<file path="src/rtl/pc_ctrl_pkg.sv">
// pc_ctrl_pkg
// Shared constants for the program-counter sequencer and its stack-depth monitor:
// datapath widths, the reset and interrupt vectors, the control-op encoding and
// the sequencer state encoding.
package pc_ctrl_pkg;

   localparam int PC_W    = 11;                 // program counter / stack data width
   localparam int DEPTH   = 16;                 // hardware stack entries
   localparam int DEPTH_W = $clog2(DEPTH + 1);  // holds 0..DEPTH inclusive

   localparam logic [PC_W-1:0] RESET_VEC = 11'h000;
   localparam logic [PC_W-1:0] INT_VEC   = 11'h004;

   // Control-op encoding from the instruction decoder; 6 and 7 behave as SEQ.
   localparam logic [2:0] OP_SEQ    = 3'd0;
   localparam logic [2:0] OP_GOTO   = 3'd1;
   localparam logic [2:0] OP_CALL   = 3'd2;
   localparam logic [2:0] OP_RETURN = 3'd3;
   localparam logic [2:0] OP_RETFIE = 3'd4;
   localparam logic [2:0] OP_SKIP   = 3'd5;

   // Sequencer state encoding.
   localparam logic [0:0] ST_RUN   = 1'b0;
   localparam logic [0:0] ST_FLUSH = 1'b1;

endpackage

</file>
<file path="src/rtl/stk_depth_mon.sv">
// stk_depth_mon
// Shadows the occupancy of the hardware call stack from the push/pop strobes the
// sequencer sends it, and records sticky overflow / underflow events.
//
// Ports:
//   clk     in   clock, rising edge
//   reset   in   synchronous, active-high
//   push    in   stack push strobe (never asserted together with pop)
//   pop     in   stack pop strobe
//   depth   out  entries in use, 0..DEPTH
//   stk_ovf out  sticky: a push was issued while the stack was full
//   stk_unf out  sticky: a pop was issued while the stack was empty
module stk_depth_mon
   import pc_ctrl_pkg::*;
(
   input  logic               clk,
   input  logic               reset,
   input  logic               push,
   input  logic               pop,
   output logic [DEPTH_W-1:0] depth,
   output logic               stk_ovf,
   output logic               stk_unf
);

   localparam logic [DEPTH_W-1:0] FULL = DEPTH_W'(DEPTH);

   logic [DEPTH_W-1:0] depth_q;
   logic               ovf_q;
   logic               unf_q;

   // The stack itself wraps on overflow and keeps reading on underflow, so the
   // count saturates at both ends and only the sticky flags record the event.
   always_ff @(posedge clk) begin
      if (reset) begin
         depth_q <= '0;
         ovf_q   <= 1'b0;
         unf_q   <= 1'b0;
      end else if (push) begin
         if (depth_q == FULL) ovf_q   <= 1'b1;
         else                 depth_q <= depth_q + 1'b1;
      end else if (pop) begin
         if (depth_q == '0)   unf_q   <= 1'b1;
         else                 depth_q <= depth_q - 1'b1;
      end
   end

   assign depth   = depth_q;
   assign stk_ovf = ovf_q;
   assign stk_unf = unf_q;

endmodule

</file>
<file path="src/rtl/pc_stack_ctrl.sv">
// pc_stack_ctrl
// Program-counter sequencer and initiator side of the 16 x 11-bit hardware call
// stack. Decodes SEQ/GOTO/CALL/RETURN/RETFIE/SKIP and the interrupt request,
// produces the next PC, the stack push/pop strobes with return-address data, and
// a one-cycle pipeline flush after every taken control transfer.
//
// Stack interface: push, pop and stack_in are combinational from the registered
// state and this cycle's inputs. The stack acts on them at the same rising edge
// that advances the PC; there is no back-pressure, the stack always accepts.
// push and pop are mutually exclusive, and both are forced low while stalled,
// while flushing, and during reset.
//
// Ports:
//   clk, reset   clock (rising edge), synchronous active-high reset
//   stall        freeze everything; no strobes
//   instr_valid  op/target are meaningful this cycle
//   op           control op (see pc_ctrl_pkg)
//   target       GOTO/CALL destination
//   skip_cond    SKIP is taken when 1
//   int_req      level interrupt request, honoured only when gie=1
//   stack_out    current top-of-stack value
//   pc           address of the instruction being executed
//   push, pop    stack strobes; stack_in is the data pushed
//   flush        fetched instruction is discarded (mirrors the FLUSH state)
//   gie          global interrupt enable
//   depth        stack entries in use; stk_ovf/stk_unf sticky error flags
module pc_stack_ctrl
   import pc_ctrl_pkg::*;
(
   input  logic               clk,
   input  logic               reset,
   input  logic               stall,
   input  logic               instr_valid,
   input  logic [2:0]         op,
   input  logic [PC_W-1:0]    target,
   input  logic               skip_cond,
   input  logic               int_req,
   input  logic [PC_W-1:0]    stack_out,
   output logic [PC_W-1:0]    pc,
   output logic               push,
   output logic               pop,
   output logic [PC_W-1:0]    stack_in,
   output logic               flush,
   output logic               gie,
   output logic [DEPTH_W-1:0] depth,
   output logic               stk_ovf,
   output logic               stk_unf
);

   logic [0:0]      state_q, state_d;
   logic [PC_W-1:0] pc_q, pc_d;
   logic            gie_q, gie_d;
   logic            push_c, pop_c;
   logic [PC_W-1:0] stack_in_c;
   logic [PC_W-1:0] pc_plus1, pc_plus2;

   // Unsized wrap-around is intended: PC arithmetic is modulo 2^PC_W.
   assign pc_plus1 = pc_q + PC_W'(1);
   assign pc_plus2 = pc_q + PC_W'(2);

   always_comb begin
      state_d    = state_q;
      pc_d       = pc_q;
      gie_d      = gie_q;
      push_c     = 1'b0;
      pop_c      = 1'b0;
      stack_in_c = '0;

      // Reset is gated in here too so no strobe reaches the stack in the reset
      // cycle, keeping it consistent with its own pointer reset.
      if (!reset && !stall) begin
         if (state_q == ST_FLUSH) begin
            state_d = ST_RUN;
         end else if (int_req && gie_q) begin
            // Push the current pc, not pc+1: the interrupted instruction has
            // not executed yet and is re-run after RETFIE.
            push_c     = 1'b1;
            stack_in_c = pc_q;
            pc_d       = INT_VEC;
            gie_d      = 1'b0;
            state_d    = ST_FLUSH;
         end else if (instr_valid) begin
            unique case (op)
               OP_GOTO: begin
                  pc_d    = target;
                  state_d = ST_FLUSH;
               end
               OP_CALL: begin
                  push_c     = 1'b1;
                  stack_in_c = pc_plus1;
                  pc_d       = target;
                  state_d    = ST_FLUSH;
               end
               OP_RETURN: begin
                  pop_c   = 1'b1;
                  pc_d    = stack_out;
                  state_d = ST_FLUSH;
               end
               OP_RETFIE: begin
                  pop_c   = 1'b1;
                  pc_d    = stack_out;
                  gie_d   = 1'b1;
                  state_d = ST_FLUSH;
               end
               OP_SKIP: begin
                  if (skip_cond) begin
                     pc_d    = pc_plus2;
                     state_d = ST_FLUSH;
                  end else begin
                     pc_d = pc_plus1;
                  end
               end
               default: pc_d = pc_plus1;  // SEQ and the unused encodings
            endcase
         end
      end
   end

   always_ff @(posedge clk) begin
      if (reset) begin
         state_q <= ST_RUN;
         pc_q    <= RESET_VEC;
         gie_q   <= 1'b0;
      end else begin
         state_q <= state_d;
         pc_q    <= pc_d;
         gie_q   <= gie_d;
      end
   end

   stk_depth_mon u_depth_mon (
      .clk     (clk),
      .reset   (reset),
      .push    (push_c),
      .pop     (pop_c),
      .depth   (depth),
      .stk_ovf (stk_ovf),
      .stk_unf (stk_unf)
   );

   assign pc       = pc_q;
   assign push     = push_c;
   assign pop      = pop_c;
   assign stack_in = stack_in_c;
   assign flush    = (state_q == ST_FLUSH);
   assign gie      = gie_q;

endmodule
</file>
<file path="config.mk">
export PLATFORM = sky130hd
export DESIGN_NAME = pc_stack_ctrl
export DESIGN_NICKNAME = d
export VERILOG_FILES = /design/src/rtl/pc_ctrl_pkg.sv /design/src/rtl/stk_depth_mon.sv /design/src/rtl/pc_stack_ctrl.sv
export SDC_FILE = /design/constraint.sdc
export NUM_CORES = 1
export LEC_CHECK = 0
export CORE_MARGIN = 3
export CORE_UTILIZATION = 30
export DETAILED_ROUTE_END_ITERATION = 6
export PLACE_DENSITY_LB_ADDON = 0.2
export SETUP_SLACK_MARGIN = 0.15
export SLEW_MARGIN = 10
export SYNTH_ARGS = -nofsm -noshare
export SYNTH_HDL_FRONTEND = slang
export SYNTH_SLANG_ARGS = --single-unit
</file>
<file path="constraint.sdc">
create_clock -name clk -period 3.1 [get_ports clk]
set_input_delay 0.31 -clock clk [delete_from_list [all_inputs] [get_ports clk]]
set_output_delay 0.31 -clock clk [all_outputs]
set_load 0.05 [all_outputs]
</file>
Fig. 1: zoomed window
Window x 24 to 64, y 7 to 47 µm. Cells in grey, sequential cells in the stronger grey; small squares are vias.
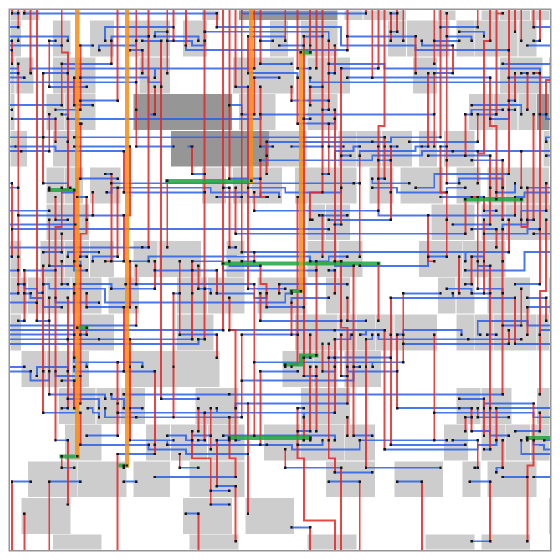
Key: met3 = green; met4 = orange; met1 = blue; met2 = red
Netlist names of flops here include pc (2). 124 logic cells have their middle in the window. Most frequent: nor2_1 (12), a21oi_1 (11). Sequential cells in the window: 2.

==> qor.txt <==
Adder Area Share: 0.04039
Synthesis Warnings: 0
Sequential Area: 401.6 µm²
Final Hold Vio Count: 0
Mean Syn Cell Area: 7.174 µm²
First-iteration detailed-routing DRC count: 217
Main flop type: dfxtp_1
Largest register FFs: 11
Worst clock skew: 0.002226 ns
First-pass GRT wire length: 11.16 mm
CTS H-Tree Depth: 1
Most numerous cell in the Yosys netlist: nor2_1
Mux frac, synth: 0.05753
Area after DPL: 0.002948 mm²
Worst Tran Pin Value: 0.8060 ns
Crit path time final: 2.626 ns
Registers, synthesis: 20
Crit Path Category: primary input to flop
Post-Syn Area: 0.002044 mm²
# diodes: 0
Internal: 485.6 µW
Synth Instances: 285
Finish-stage setup viols: 0
Clock-pin transition on the worst setup and hold timing paths: 0.08 ns
DRC violations left: 0
Basic Gates by Area: 0.2460
Clock network power share: 0.289
Run status: completed
Distinct lib cells: 50
Setup crit start: op[1]
Vias: 2374
FP Util: 0.3165
Die H: 88.55 µm
Hold path start: u_depth_mon.stk_unf
Ao+oa area frac: 0.3060
Post-CTS Setup Bufs: 0
Fig. 2: placed standard cells
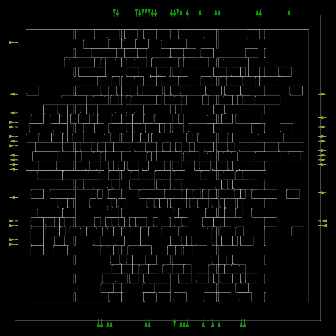
Non-Filler Instances: 427
flop count: 20
FP Rows: 29
Core Area: 0.006459 mm²

metal layers:
layer  up-vias  global-route usage  wire [µm]
met2        71              0.2950       3229
met4         0             0.05082        167
li1       1176                   -          -
met5         -                   0          0
met1      1114              0.2443       3161
met3        13             0.03166        348
power groups by stage:
stage | clock (mW) | combinational, mW | sequential, mW
global placement | 0 | 0.235 | 0.280
floorplan | 0 | 0.115 | 0.299
global route | 0.226 | 0.258 | 0.276
finish | 0.207 | 0.237 | 0.274
detailed placement | 0 | 0.236 | 0.280
CTS | 0.212 | 0.237 | 0.274
cell type report:
class / instances / area share
multi-input combinational: 235 / 0.5037
timing repair buffer: 82 / 0.3008
sequential: 20 / 0.1337
tap: 77 / 0.03208
clock buffer: 4 / 0.01833
inverter: 9 / 0.01125
No activity file was given, so power comes from the tool's default toggle rates.
